<file path="config.mk">
export PLATFORM = sky130hd
export DESIGN_NAME = vga_timing
export DESIGN_NICKNAME = d
export VERILOG_FILES = /design/src/rtl/vga_timing.sv
export SDC_FILE = /design/constraint.sdc
export NUM_CORES = 1
export LEC_CHECK = 0
export CORE_UTILIZATION = 48
export DETAILED_ROUTE_END_ITERATION = 10
export PLACE_DENSITY_LB_ADDON = 0.1
export SLEW_MARGIN = 25
export SYNTH_ARGS = -nofsm -noshare
export SYNTH_HDL_FRONTEND = slang
export SYNTH_SLANG_ARGS = --single-unit
export TNS_END_PERCENT = 30
</file>
<file path="constraint.sdc">
create_clock -name clk -period 2.25 [get_ports clk]
set_clock_uncertainty 0.05 [all_clocks]
set_input_delay 0.675 -clock clk [delete_from_list [all_inputs] [get_ports clk]]
set_output_delay 0.675 -clock clk [all_outputs]
set_load 0.03 [all_outputs]
</file>
<file path="src/rtl/vga_timing.sv">
//------------------------------------------------------------------------------
// vga_timing
//
// Raster timing generator for the Pac-Man VGA path (640x480 @ 60 Hz by
// default). It produces the pixel-clock enable, the raw horizontal/vertical
// counters, the visible-area flag, the active-low sync pulses and one-clk
// line/frame start strobes. The sync pins are driven from here, and the
// renderers register colour on pix_en using the x/y/active values present in
// that same cycle.
//
// Build option:
//   VGA_PIX_DIV_EN  defined   -> clk is 50 MHz; pix_en toggles every clk, so
//                                one pixel step takes two clk.
//                   undefined -> clk is already the 25 MHz pixel clock; pix_en
//                                is 1 on every clk once out of reset.
//
// Geometry parameters: H_ACTIVE/H_FP/H_SYNC/H_BP (pixels) and
// V_ACTIVE/V_FP/V_SYNC/V_BP (lines). Their sums H_TOTAL and V_TOTAL must not
// exceed 1024, since the counters are 10 bits wide.
//
// Ports:
//   clk          in   system clock, the only clock
//   rst          in   synchronous, active-high reset
//   pix_en       out  pixel-clock enable, one pixel step per high cycle
//   hsync        out  horizontal sync, active low
//   vsync        out  vertical sync, active low
//   active       out  high while (x,y) lies in the visible area
//   x            out  horizontal count, 0..H_TOTAL-1
//   y            out  vertical count, 0..V_TOTAL-1
//   line_start   out  one-clk pulse after the edge that loads x = 0
//   frame_start  out  one-clk pulse after the edge that loads (x,y) = (0,0)
//------------------------------------------------------------------------------
`timescale 1ns/1ps

module vga_timing #(
  parameter int H_ACTIVE = 640,
  parameter int H_FP     = 16,
  parameter int H_SYNC   = 96,
  parameter int H_BP     = 48,
  parameter int V_ACTIVE = 480,
  parameter int V_FP     = 10,
  parameter int V_SYNC   = 2,
  parameter int V_BP     = 33
) (
  input  logic       clk,
  input  logic       rst,
  output logic       pix_en,
  output logic       hsync,
  output logic       vsync,
  output logic       active,
  output logic [9:0] x,
  output logic [9:0] y,
  output logic       line_start,
  output logic       frame_start
);

  localparam int H_TOTAL = H_ACTIVE + H_FP + H_SYNC + H_BP;
  localparam int V_TOTAL = V_ACTIVE + V_FP + V_SYNC + V_BP;

  // Decode boundaries held at counter width so every compare is 10 bits.
  localparam logic [9:0] H_LAST   = 10'(H_TOTAL - 1);
  localparam logic [9:0] V_LAST   = 10'(V_TOTAL - 1);
  localparam logic [9:0] H_VIS    = 10'(H_ACTIVE);
  localparam logic [9:0] V_VIS    = 10'(V_ACTIVE);
  localparam logic [9:0] HS_START = 10'(H_ACTIVE + H_FP);
  localparam logic [9:0] HS_END   = 10'(H_ACTIVE + H_FP + H_SYNC);
  localparam logic [9:0] VS_START = 10'(V_ACTIVE + V_FP);
  localparam logic [9:0] VS_END   = 10'(V_ACTIVE + V_FP + V_SYNC);

  logic [9:0] x_next;
  logic [9:0] y_next;
  logic       hsync_next;
  logic       vsync_next;
  logic       active_next;

  // Counter value the next pixel step will load, and its decodes. The output
  // registers are loaded from these so they change on the same edge as x/y.
  always_comb begin
    // NOTE: every output of this block gets a default before any branch, so no
    // path leaves a value unassigned and no latch is inferred.
    x_next = x + 10'd1;
    y_next = y;
    if (x == H_LAST) begin
      x_next = '0;
      y_next = (y == V_LAST) ? '0 : y + 10'd1;
    end
    hsync_next  = !((x_next >= HS_START) && (x_next < HS_END));
    vsync_next  = !((y_next >= VS_START) && (y_next < VS_END));
    active_next = (x_next < H_VIS) && (y_next < V_VIS);
  end

  // Reset parks the counters on the last pixel of the frame, so the first
  // pixel step after reset lands on (0,0) and raises frame_start.
  always_ff @(posedge clk) begin
    // NOTE: sequential state uses non-blocking assignments so every register
    // samples the pre-edge values regardless of statement order.
    if (rst) begin
      pix_en      <= 1'b0;
      x           <= H_LAST;
      y           <= V_LAST;
      hsync       <= 1'b1;
      vsync       <= 1'b1;
      active      <= 1'b0;
      line_start  <= 1'b0;
      frame_start <= 1'b0;
    end else begin
`ifdef VGA_PIX_DIV_EN
      pix_en <= ~pix_en;
`else
      pix_en <= 1'b1;
`endif
      // Strobes last one clk even when a pixel step spans two clk.
      line_start  <= 1'b0;
      frame_start <= 1'b0;
      if (pix_en) begin
        x           <= x_next;
        y           <= y_next;
        hsync       <= hsync_next;
        vsync       <= vsync_next;
        active      <= active_next;
        line_start  <= (x_next == '0);
        frame_start <= (x_next == '0) && (y_next == '0);
      end
    end
  end

endmodule

</file>
### M1 wires, run 1

Cells faint in the background.
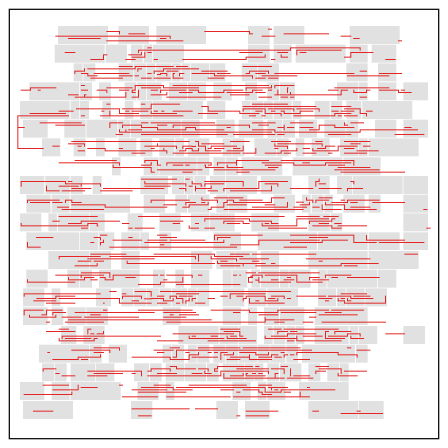
wire length on this layer: 2400 µm
longest straight run: 22.1 µm
share of all routed wire: 45%
main direction: horizontal

### Signal wires on met2, run 1

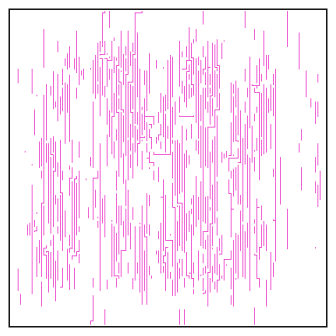
share of all routed wire: 46%
wire length on this layer: 2450 µm
nets with wire on the layer: 229
longest straight run: 37.7 µm
main direction: vertical

==> results_dict.tcl, run 1 <==
# implementation run metrics
set metrics [dict create \
    pg_comb_w 0.000718 \
    fin_util 0.677 \
    coreArea_um2 3390 \
    p_per_area_nw_per_um2 649 \
    syn_inst 228 \
    fp_util 0.512 \
    num_vias 1945 \
    layout.area.seq_um2 536 \
    synthAoiAreaFrac 0.223 \
    grt_max_degree 21 \
    netlist.top_cell.by_area "dfxtp_1" \
    switching_share 0.425 \
    p_total_w 0.00149 \
    busiest_layer "met2" \
    gp_congestion 0.873 \
    switching_power_w 0.000634 \
    pg_clk_w 0.000230 \
    warnings 29 \
    cts_tree "done" \
    min_delay_worst_endpoint "x[0]" \
    ys_ff 26 \
    largest_registers "x (10), y (10)" \
    final_cell_mix "buf_4, nor2_1, a21oi_1, dfxtp_1, nand2_1" \
    clock_latency_ns 0.35 \
    power_frac_comb 0.482 \
    grt_pass1_vias 1737 \
    die_height_um 62.1 \
    critPathLaunch "x[5]" \
    status "complete, no violations" \
    r2r_start "x[5]" \
    fin_crit_ns 2.23 \
    fillCellCount 289 \
    common_cells "dfxtp_1, nor2_1, a21oi_1" \
    stdcell_count 315 \
    seq_cell_count 26 \
    worstPathMaxFanout 12 \
    ys_types 47 \
    max_freq_mhz 449 \
    crit_arrival_ns 2.45 \
    nets 275 \
    ff_type "dfxtp_1" \
    htree_levels 1 \
]
### Signal wires on met3, run 1

Cells faint in the background.
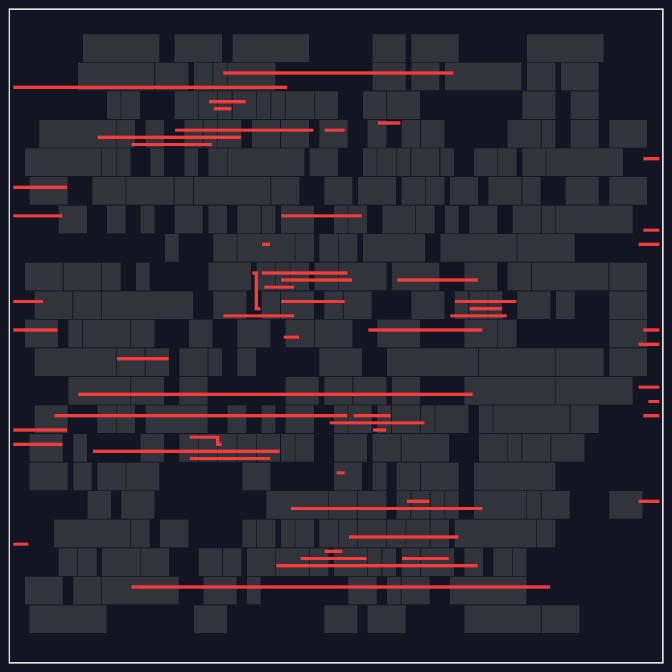
wire length on this layer: 411 µm
share of all routed wire: 7.7%
nets with wire on the layer: 49

### I/O pins on the die edge, run 1

Pins as bars across the die edge, other pins in grey.
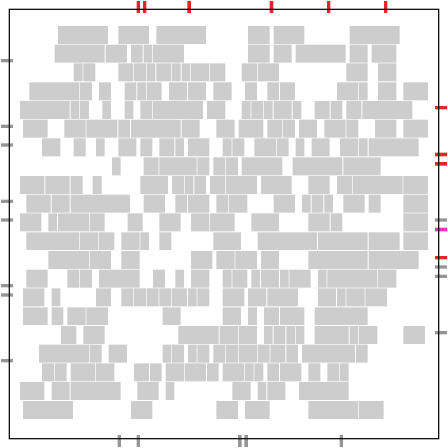

## Run 2: what changed since run 1
CORE_MARGIN = 10   (was unset)
### I/O pins on the die edge, run 2

Pins as bars across the die edge, other pins in grey.
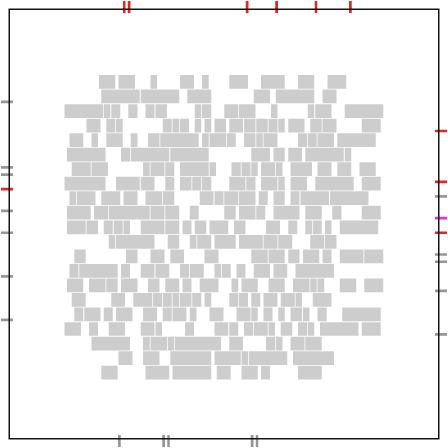
legend:
  red:
    port: `y`
    pins: 10
    direction: output
    edge: 6 top, 3 right, 1 left
  magenta:
    port: `vsync`
    pins: 1
    direction: output
    edge: right
all pins by edge: 9 right, 8 left, 6 top, 5 bottom

==> run 2 against run 1 <==
Against the previous run: sequential power about the same; combinational power down 2.9%; flip-flop count unchanged; critical path type unchanged.
==> results_dict.tcl, run 2 <==
# implementation run metrics
set metrics [dict create \
    cts_tree "done" \
    seq_cell_count 26 \
    syn_inst 228 \
    n_all_buffers 61 \
    die_height_um 80.1 \
    ys_ff 26 \
    worstPathMaxFanout 9 \
    grt_max_degree 21 \
    critPathLaunch "x[5]" \
    max_freq_mhz 453 \
    fa_ha_area_frac 0.0216 \
    p_total_w 0.00149 \
    grt_pass1_vias 1689 \
    fp_util 0.508 \
    io-pin-count 28 \
    fillCellCount 327 \
    drt-met1-wl_mm 2.48 \
    busiest_layer "met2" \
    switching_share 0.402 \
    warnings 29 \
    clock_latency_ns 0.33 \
    power_frac_comb 0.469 \
    min_delay_worst_endpoint "active" \
    r2r_start "x[5]" \
    ys_types 47 \
    common_cells "dfxtp_1, nor2_1, a21oi_1" \
    largest_registers "x (10), y (10)" \
    fin_crit_ns 2.21 \
    fin_util 0.667 \
    ff_type "dfxtp_1" \
    htree_levels 1 \
    pg_clk_w 0.000248 \
    final_cell_mix "buf_4, nor2_1, dfxtp_1" \
    status "complete, no violations" \
    coreArea_um2 3420 \
    stdcell_count 318 \
    synthAoiAreaFrac 0.223 \
    switching_power_w 0.000597 \
    layout.area.seq_um2 529 \
]
### Signal wires on met2, run 2

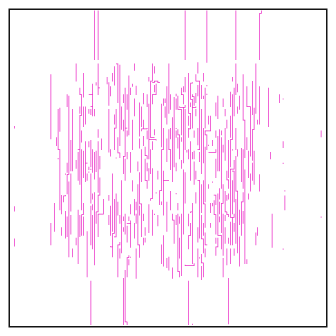
longest straight run: 23.8 µm
nets with wire on the layer: 220
wire length on this layer: 2210 µm
share of all routed wire: 44%

No activity file was given, so power comes from the tool's default toggle rates.
